## src/rtl/drone_pkg.sv

```systemverilog
// Shared types and constants for the quad-motor offset mixer.
package drone_pkg;

    localparam int unsigned DATA_W     = 8;
    localparam int unsigned ACC_W      = 11;
    localparam int unsigned CENTRE     = 128;
    localparam int unsigned OFF_SHIFT  = 2;
    // Signed offset width; it must hold +32, which is the negation of -32.
    localparam int unsigned OFF_W      = DATA_W - OFF_SHIFT + 1;
    localparam int unsigned NUM_MOTORS = 4;

    typedef enum logic [2:0] {
        ST_IDLE  = 3'd0,
        ST_ROLL  = 3'd1,
        ST_PITCH = 3'd2,
        ST_YAW   = 3'd3,
        ST_OUT   = 3'd4
    } state_e;

    typedef enum logic [1:0] {
        AXIS_ROLL  = 2'd0,
        AXIS_PITCH = 2'd1,
        AXIS_YAW   = 2'd2
    } axis_e;

    typedef logic signed [OFF_W-1:0] off_t;

    typedef struct packed {
        off_t m1;
        off_t m2;
        off_t m3;
        off_t m4;
    } motor_offsets_t;

    // Saturate a signed accumulator into the unsigned motor command range.
    function automatic logic [DATA_W-1:0] clamp_cmd(input logic signed [ACC_W-1:0] acc);
        if (acc[ACC_W-1]) begin
            return '0;
        end else if (acc[ACC_W-2:DATA_W] != '0) begin
            return '1;
        end else begin
            return acc[DATA_W-1:0];
        end
    endfunction

endpackage

```

## src/rtl/axis_offset_gen.sv

```systemverilog
// Converts one receiver axis value into the four signed motor offsets for that axis.
module axis_offset_gen
    import drone_pkg::*;
(
    input  axis_e               axis_sel,
    input  logic [DATA_W-1:0]   axis_val,
    output motor_offsets_t      offsets_c
);

    logic signed [DATA_W:0] diff;
    logic signed [DATA_W:0] half;
    off_t                   h_pos;
    off_t                   h_neg;

    assign diff  = $signed({1'b0, axis_val}) - $signed((DATA_W + 1)'(CENTRE));
    assign half  = diff >>> OFF_SHIFT;
    assign h_pos = OFF_W'(half);
    assign h_neg = -h_pos;

    // Sign pattern per axis, motor order (m1, m2, m3, m4).
    always_comb begin
        offsets_c = '0;
        unique case (axis_sel)
            AXIS_ROLL:  offsets_c = '{m1: h_pos, m2: h_neg, m3: h_neg, m4: h_pos};
            AXIS_PITCH: offsets_c = '{m1: h_pos, m2: h_pos, m3: h_neg, m4: h_neg};
            AXIS_YAW:   offsets_c = '{m1: h_pos, m2: h_neg, m3: h_pos, m4: h_neg};
            default:    offsets_c = '0;
        endcase
    end

endmodule

```

## src/rtl/offset_mixer_seq.sv

```systemverilog
// Sequential quad mixer: one axis per cycle into four accumulators, then clamp and publish.
module offset_mixer_seq
    import drone_pkg::*;
(
    input  logic              clk,
    input  logic              rst,
    input  logic              start,
    input  logic              arm,
    input  logic [DATA_W-1:0] throttle_rec_val,
    input  logic [DATA_W-1:0] roll_rec_val,
    input  logic [DATA_W-1:0] pitch_rec_val,
    input  logic [DATA_W-1:0] yaw_rec_val,
    output logic [DATA_W-1:0] motor_1_cmd,
    output logic [DATA_W-1:0] motor_2_cmd,
    output logic [DATA_W-1:0] motor_3_cmd,
    output logic [DATA_W-1:0] motor_4_cmd,
    output logic              cmd_valid,
    output logic              busy
);

    state_e                   state_q, state_d;
    logic signed [ACC_W-1:0]  acc_q [NUM_MOTORS];
    logic signed [ACC_W-1:0]  acc_d [NUM_MOTORS];
    logic [DATA_W-1:0]        motor_q [NUM_MOTORS];
    logic [DATA_W-1:0]        motor_d [NUM_MOTORS];
    logic [DATA_W-1:0]        roll_q, roll_d;
    logic [DATA_W-1:0]        pitch_q, pitch_d;
    logic [DATA_W-1:0]        yaw_q, yaw_d;
    logic                     arm_q, arm_d;
    logic                     cmd_valid_q, cmd_valid_d;
    logic                     busy_q, busy_d;

    axis_e                    axis_sel;
    logic [DATA_W-1:0]        axis_val;
    motor_offsets_t           offsets_c;
    logic signed [ACC_W-1:0]  off_ext [NUM_MOTORS];

    axis_offset_gen u_axis_offset_gen (
        .axis_sel  (axis_sel),
        .axis_val  (axis_val),
        .offsets_c (offsets_c)
    );

    assign off_ext[0] = ACC_W'($signed(offsets_c.m1));
    assign off_ext[1] = ACC_W'($signed(offsets_c.m2));
    assign off_ext[2] = ACC_W'($signed(offsets_c.m3));
    assign off_ext[3] = ACC_W'($signed(offsets_c.m4));

    // Next-state, datapath and output decode.
    always_comb begin
        state_d     = state_q;
        acc_d       = acc_q;
        motor_d     = motor_q;
        roll_d      = roll_q;
        pitch_d     = pitch_q;
        yaw_d       = yaw_q;
        arm_d       = arm_q;
        cmd_valid_d = 1'b0;
        axis_sel    = AXIS_ROLL;
        axis_val    = roll_q;

        unique case (state_q)
            ST_IDLE: begin
                if (start) begin
                    roll_d  = roll_rec_val;
                    pitch_d = pitch_rec_val;
                    yaw_d   = yaw_rec_val;
                    arm_d   = arm;
                    for (int k = 0; k < NUM_MOTORS; k++) begin
                        acc_d[k] = ACC_W'(throttle_rec_val);
                    end
                    state_d = ST_ROLL;
                end
            end
            ST_ROLL: begin
                axis_sel = AXIS_ROLL;
                axis_val = roll_q;
                for (int k = 0; k < NUM_MOTORS; k++) begin
                    acc_d[k] = acc_q[k] + off_ext[k];
                end
                state_d = ST_PITCH;
            end
            ST_PITCH: begin
                axis_sel = AXIS_PITCH;
                axis_val = pitch_q;
                for (int k = 0; k < NUM_MOTORS; k++) begin
                    acc_d[k] = acc_q[k] + off_ext[k];
                end
                state_d = ST_YAW;
            end
            ST_YAW: begin
                axis_sel = AXIS_YAW;
                axis_val = yaw_q;
                for (int k = 0; k < NUM_MOTORS; k++) begin
                    acc_d[k] = acc_q[k] + off_ext[k];
                end
                state_d = ST_OUT;
            end
            ST_OUT: begin
                for (int k = 0; k < NUM_MOTORS; k++) begin
                    motor_d[k] = arm_q ? clamp_cmd(acc_q[k]) : '0;
                end
                cmd_valid_d = 1'b1;
                state_d     = ST_IDLE;
            end
            default: state_d = ST_IDLE;
        endcase

        busy_d = (state_d != ST_IDLE);
    end

    // State and output registers; reset aborts any pass in flight.
    always_ff @(posedge clk) begin
        if (rst) begin
            state_q     <= ST_IDLE;
            roll_q      <= '0;
            pitch_q     <= '0;
            yaw_q       <= '0;
            arm_q       <= 1'b0;
            cmd_valid_q <= 1'b0;
            busy_q      <= 1'b0;
            for (int k = 0; k < NUM_MOTORS; k++) begin
                acc_q[k]   <= '0;
                motor_q[k] <= '0;
            end
        end else begin
            state_q     <= state_d;
            roll_q      <= roll_d;
            pitch_q     <= pitch_d;
            yaw_q       <= yaw_d;
            arm_q       <= arm_d;
            cmd_valid_q <= cmd_valid_d;
            busy_q      <= busy_d;
            for (int k = 0; k < NUM_MOTORS; k++) begin
                acc_q[k]   <= acc_d[k];
                motor_q[k] <= motor_d[k];
            end
        end
    end

    assign motor_1_cmd = motor_q[0];
    assign motor_2_cmd = motor_q[1];
    assign motor_3_cmd = motor_q[2];
    assign motor_4_cmd = motor_q[3];
    assign cmd_valid   = cmd_valid_q;
    assign busy        = busy_q;

endmodule

```

## config.mk

```make
export PLATFORM = sky130hd
export DESIGN_NAME = offset_mixer_seq
export DESIGN_NICKNAME = d
export VERILOG_FILES = /design/src/rtl/drone_pkg.sv /design/src/rtl/axis_offset_gen.sv /design/src/rtl/offset_mixer_seq.sv
export SDC_FILE = /design/constraint.sdc
export NUM_CORES = 1
export LEC_CHECK = 0
export ABC_AREA = 1
export CAP_MARGIN = 20
export CORE_MARGIN = 1
export CORE_UTILIZATION = 45
export CTS_CLUSTER_DIAMETER = 80
export DETAILED_ROUTE_END_ITERATION = 7
export PLACE_DENSITY = 0.67
export RECOVER_POWER = 25
export SETUP_SLACK_MARGIN = 0.2
export SLEW_MARGIN = 20
export SYNTH_ARGS = -nofsm -noshare
export SYNTH_HDL_FRONTEND = slang
export SYNTH_SLANG_ARGS = --single-unit
```

## constraint.sdc

```tcl
create_clock -name clk -period 5.9 [get_ports clk]
set_input_delay 1.18 -clock clk [delete_from_list [all_inputs] [get_ports clk]]
set_output_delay 1.18 -clock clk [all_outputs]
set_load 0.05 [all_outputs]
```

run_1/drive_strength.png
(2 px per µm)
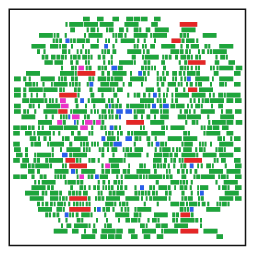
red -> drive 6 and up  # cells 15, most used clkbuf_16
magenta -> drive 3 to 4  # cells 10, most used buf_4
green -> drive 1 or less  # cells 872, most used nand2_1
blue -> drive 2  # cells 30, most used or2_2

run_1/pdn.png
(4 px per µm) Pins as bars on the die edge.
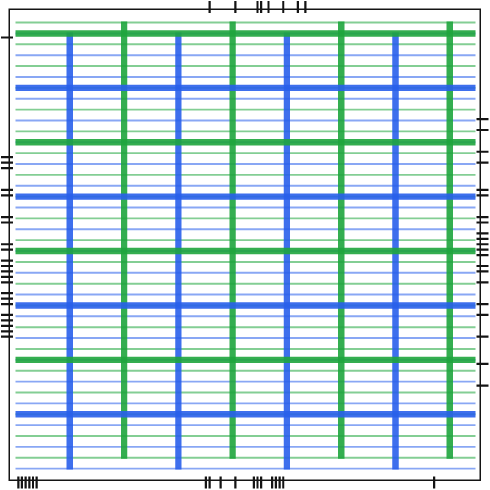
green -> VDD
blue -> VSS
met5 straps = 8
met4 straps = 8

run_1/final_placement.png
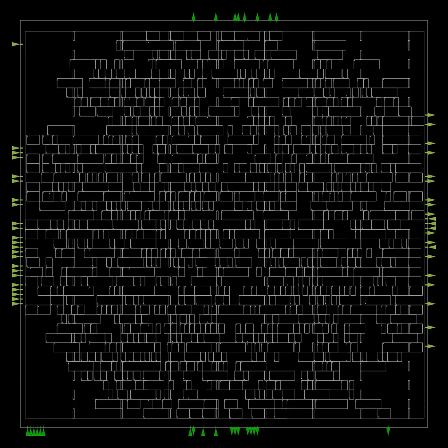
tap cell count: 172
end-of-flow core utilization: 55.2%
FILL cells: 1295

==> results.json, run 1 <==
{
  "largest_area_contributor_in_the_netlist": "dfxtp_1",
  "setup_viol": 0,
  "violations": "max-capacitance violations, max-slew violations",
  "root_buffer": "clkbuf_16",
  "maximum_number_of_pins_on_one_net_before_global_route_repair": 41,
  "antenna_cells_inserted": 0,
  "regToRegSetupSlack_ns": 2.17,
  "timing_worst_slew_pin_value_ns": 1.95,
  "final_area_mm2": 0.00708,
  "critical_path_class": "in -> reg",
  "worstReg2RegStart": "state_q[1]",
  "grt.total_usage_pct": 24.2,
  "synth-seq-area-share_pct": 33.4,
  "detail_route.wirelength_um": 16000,
  "num-nets-final": 1003,
  "log.warning_count": 32,
  "ys_top_cells_by_area": "dfxtp_1 (33%), nand2_1 (13%), ha_1 (8.6%)",
  "num_cts_buffers": 9,
  "worst_ir_drop_vdd_uv": 147,
  "cts.sink_count": 100,
  "layout-area-overhead-vs-synth_pct": 18.3,
  "cts_resized": 0,
  "fp.dieArea_mm2": 0.0138,
  "num_vias": 5841,
  "reg2regPathDepth": 18,
  "placement.io_buffers": 63,
  "remaining_drc_errors": 0,
  "post-route-period-util_pct": 73.5,
  "worst_hold_startpoint": "acc_q[20]",
  "grt_pass1_wl_um": 26600,
  "netlist_area_mm2": 0.00599,
  "die_height_um": 117,
  "cts-hold-fix-buffers": 0,
  "post_route_setup_tns_ns": 0,
  "floorplan.core_area_mm2": 0.0128,
  "status": "finished, violations left",
  "mostFrequentLayoutCells": "nand2_1 (206), dfxtp_1 (100), nor2_1 (92)",
  "row_count": 41,
  "postCtsSetupRepairBufs": 0,
  "synth.distinct_cells": 36,
  "timing.fmax_ghz": 0.231,
  "clock.latency.late_pin_ns": 0.36,
  "synthesis.instances": 871,
  "clock_tree.buffer_depth": 2,
  "hold_violations": 0,
  "drv_cap": 2,
  "yosysWarnings": 0,
  "worst_ep_arrival_time_ns": 4.58,
  "antenna_found_initial": 0,
  "gp_routability_congestion": 0.889,
  "slew_viol_final": 81,
  "vias_per_cell": 5.31,
  "htree_num_levels": 3
}
run 1: how the worst max path moves through the flow:
stage                            to  slack, ns
after global routing       acc_q[7]       1.28
after floorplan           acc_q[30]       2.90
after CTS                 acc_q[30]       2.23
final                     acc_q[40]       1.56
after detailed placement  acc_q[30]       2.25
after global placement    acc_q[30]       2.29
run 1: layout make-up:
class | instances | area, µm² | area share (%)
repair buffers | 68 | 658 | 9.29
inverters | 93 | 349 | 4.93
clock inverters | 2 | 38.8 | 0.548
multi-input cells | 650 | 3530 | 49.8
flip-flops and latches | 100 | 2000 | 28.3
clock buffers | 14 | 294 | 4.15
well taps | 172 | 215 | 3.04
run 1: cell families (layout without fill, tap and decap cells):
group / Yosys count / count (layout) / share of synthesized area [%]
adders and majority gates: 45 / 45 / 9.90
DFF: 100 / 100 / 33.4
xor gates and xnor gates: 6 / 6 / 0.877
buffers and inverters: 121 / 177 / 7.83
AOI/OAI and AO/OA: 204 / 204 / 20.0
and+or+nand+nor: 395 / 395 / 28.0
run 1: sequential cells by signal, summed over array words and instances (netlist names):
signal and count:
acc_q 44, motor_1_cmd 8, motor_2_cmd 8, motor_3_cmd 8
motor_4_cmd 8, pitch_q 6, roll_q 6, yaw_q 6
state_q 3, arm_q 1, busy 1, cmd_valid 1
run 1: Yosys cell counts (all sizes together) (2+ instances only):
cell type,count
a21o,4
a21oi,60
a22oi,32
a31o,2
a31oi,34
buf,12
clkbuf,16
dfxtp,100
fa,4
ha,41
inv,93
nand2,213
nand3,63
nand4,4
nor2,95
nor3,5
o21ai,60
o21bai,9
or2,14
xnor2,2
xor2,4
run 1: layer usage:
metal | GRT usage (%) | part of all wire [%] | vias up | wire length, µm
li1 | - | - | 3013 | -
met1 | 34.5 | 50 | 2649 | 8080
met2 | 37.9 | 43 | 167 | 6940
met3 | 2.63 | 5.1 | 12 | 817
met4 | 8.04 | 1.3 | 0 | 211
met5 | 0 | 0 | - | 0
run 1: where the power goes:
part	total (mW)	switching [mW]	internal (mW)
clock	0.657	0.269	0.388
sequential	0.836	0.0756	0.760
combinational	1.08	0.691	0.391
total	2.58	1.04	1.54
run 1: through the flow:
step	hold WS (ns)	worst slack (ns)	cells
2_1_floorplan	0.430	2.90	871
3_3_place_gp	0.445	2.29	1083
3_5_place_dp	0.468	2.25	1083
4_1_cts	0.485	2.23	1099
5_1_grt	0.512	1.28	1099
6_report	0.483	1.56	1099
run 1: critical path: stages:
cell	delay, ns
clkbuf_1	1.25
clkbuf_1	1.49
nor2_1	0.11
inv_1	0.30
a21oi_1	0.06
o21ai_0	0.10
nand2_1	0.06
--- run 2 (diff from run 1) ---
==> constraint.sdc (replaced) <==
create_clock -name clk -period 4.4 [get_ports clk]
set_input_delay 0.88 -clock clk [delete_from_list [all_inputs] [get_ports clk]]
set_output_delay 0.88 -clock clk [all_outputs]
set_load 0.05 [all_outputs]
run_2/wire_density.png
(3 px per µm) The die is cut into 23 by 23 equal tiles; dark purple is low, yellow is high, scaled to the fullest tile. Values are wire area over tile area, all layers added.
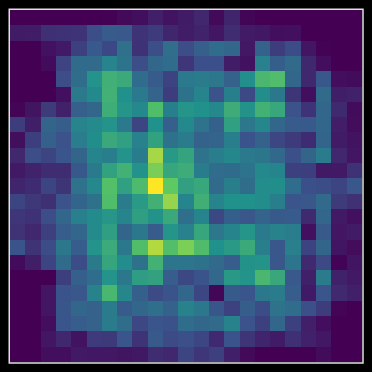
fullest tile = 0.68
mean over tiles = 0.19
densest ninth of the die = centre
nearly empty tiles = 12%
tiles over half the peak = 14%

==> run 2 against run 1 <==
The run still ends with max-capacitance violations, max-slew violations left. Via count is 0.58% lower. Final cell count is 0.18% lower. Routed wire length hardly changed. Design area is 0.23% lower. Largest power group unchanged.
==> results.json, run 2 <==
{
  "simple_gate_area_share_pct": 28.0,
  "cp_num_buf_inv": 1,
  "worstReg2RegStart": "state_q[0]",
  "synthesis.instances": 871,
  "clock_tree.buffer_depth": 2,
  "portion_of_synthesized_cell_area_occupied_by_the_leading_cell_type_pct": 33.4,
  "violations": "max-capacitance violations, max-slew violations",
  "placement.io_buffers": 63,
  "path_cells": "nand2_1, nor2_4, nand2_1, nand3_1, inv_1, ha_1, nand3_1, nor2_1, nand2_2, nand2_1, o21ai_0, ha_1, nand2_1, o21ai_0, a21oi_1, o21bai_1, or2_2, nand3_1, a21oi_1",
  "row_count": 41,
  "log.warning_count": 32,
  "worst_ep_arrival_time_ns": 3.78,
  "post-synth-top-count-cell": "nand2_1",
  "fp.dieArea_mm2": 0.0138,
  "largest_area_contributor_in_the_netlist": "dfxtp_1",
  "layout-area-overhead-vs-synth_pct": 18.0,
  "root_buffer": "clkbuf_16",
  "timing_worst_slew_pin_value_ns": 2.57,
  "cts.sink_count": 100,
  "postCtsSetupRepairBufs": 0,
  "gp_routability_congestion": 0.913,
  "grt.total_usage_pct": 24.2,
  "post_route_setup_tns_ns": 0,
  "synthTopCellsByCount": "nand2_1 (206), dfxtp_1 (100), nor2_1 (93)",
  "slew_viol_final": 57,
  "antenna_cells_inserted": 0,
  "num_vias": 5807,
  "synth.distinct_cells": 36,
  "mostFrequentLayoutCells": "nand2_1 (206), dfxtp_1 (100), nor2_1 (92)",
  "post_synth_ao_oa_area_fraction_pct": 20.0,
  "final_area_mm2": 0.00707,
  "floorplan.core_area_mm2": 0.0128,
  "ys.flop_type": "dfxtp_1",
  "yosysWarnings": 0,
  "clock.latency.late_pin_ns": 0.36,
  "hold_violations": 0,
  "max_reg_flops": 44,
  "worst_hold_startpoint": "pitch_q[2]",
  "max_stage_delay_ns": 0.48,
  "synth-seq-area-share_pct": 33.4,
  "ys_top_cells_by_area": "dfxtp_1 (33%), nand2_1 (13%), ha_1 (8.6%)",
  "worst_path_most_repeated_cell": "nand2_1",
  "max_slew_margin_pct": -71.3,
  "xor_xnor_area_share_pct": 0.877,
  "timing.fmax_ghz": 0.273,
  "vias_per_cell": 5.29,
  "grt_pass1_wl_um": 26400,
  "regMostFlops": "acc_q",
  "status": "finished, violations left",
  "cpLargestDelayFamily": "simple AND/OR/NAND/NOR gates",
  "post-route-period-util_pct": 83.3,
  "drv_cap": 1,
  "cts-hold-fix-buffers": 0,
  "num-nets-final": 1004,
  "maximum_number_of_pins_on_one_net_before_global_route_repair": 57,
  "library_cell_contributing_the_largest_single_delay_on_the_critical_path": "dfxtp_1",
  "mux_area_share_pct": 0,
  "detail_route.wirelength_um": 16000,
  "remaining_drc_errors": 0
}
run_2/pdn.png
(4 px per µm) Pins as bars on the die edge.
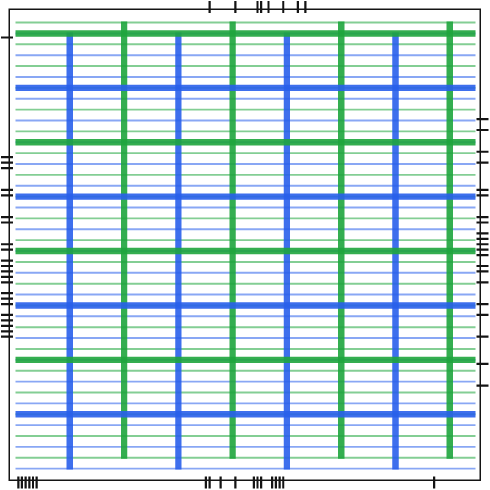
blue -> VSS
green -> VDD
signal pins = 70
met4 straps = 8
met1 rails = 42
rows = 41

-- run 2: cell count changes in the layout (fill, tap and decap cells not counted) --
cell,before,now
clkbuf_8,5,2
bufinv_16,1,2
clkbuf_1,2,3
clkdlybuf4s50_1,62,61
clkinv_4,1,0
dlygate4sd3_1,0,1
-- run 2: kinds of logic after synthesis --
family                     Yosys count
and+or+nand+nor                    395
AOI/OAI and AO/OA                  204
buffers and inverters              121
DFF                                100
adders and majority gates           45
xor gates and xnor gates             6
-- run 2: area by class of cell --
class | instances | area (µm²) | area share, %
clock buffer | 11 | 253 | 3.58
timing repair buffer | 69 | 662 | 9.36
tap | 172 | 215 | 3.04
clock inverter | 2 | 60.1 | 0.850
sequential | 100 | 2000 | 28.3
inverter | 93 | 349 | 4.94
multi-input combinational | 650 | 3530 | 49.9
-- run 2: report_power, final --
group / internal, mW / switching (mW) / total, mW
Combinational: 0.526 / 0.927 / 1.45
Clock: 0.520 / 0.343 / 0.863
Sequential: 1.02 / 0.101 / 1.12
-- run 2: metrics by stage --
| step | hold WS, ns | std cells | setup WS, ns | utilization, % |
|---|---|---|---|---|
| global placement | 0.458 | 1084 | 0.954 | 52.7 |
| finish | 0.469 | 1097 | 0.737 | 55.1 |
| global route | 0.516 | 1097 | 0.423 | 55.1 |
| CTS | 0.467 | 1097 | 0.894 | 55.2 |
| detailed placement | 0.459 | 1084 | 0.900 | 52.7 |
| floorplan | 0.430 | 871 | 1.40 | - |
-- run 2: how the worst max path moves through the flow --
stage	to	slack, ns	start	cells after the start
floorplan	acc_q[30]	1.40	state_q[0]	20
global placement	acc_q[30]	0.95	state_q[0]	17
detailed placement	acc_q[30]	0.90	state_q[0]	19
CTS	acc_q[30]	0.89	state_q[0]	19
global route	acc_q[30]	0.42	state_q[0]	17
finish	acc_q[30]	0.74	state_q[0]	19
-- run 2: worst reg2reg max path, stage by stage (launching register included) --
cell and delay [ns]:
dfxtp_1 0.48, nand2_1 0.15, nor2_4 0.21, nand2_1 0.10, nand3_1 0.19, inv_1 0.10, ha_1 0.23, nand3_1 0.11
nor2_1 0.06, nand2_2 0.11, nand2_1 0.10, o21ai_0 0.29, ha_1 0.36, nand2_1 0.11, o21ai_0 0.12, a21oi_1 0.21
o21bai_1 0.10, or2_2 0.27, nand3_1 0.07, a21oi_1 0.06
-- run 2: per-layer routing --
layer	vias to the layer above	GRT usage (%)	share of wire [%]
met4	0	11.3	2.6
met5	-	0	0
li1	3026	-	-
met3	28	3.45	4.8
met1	2605	34.0	50
met2	148	36.5	43
Power and IR drop assume default switching activity.
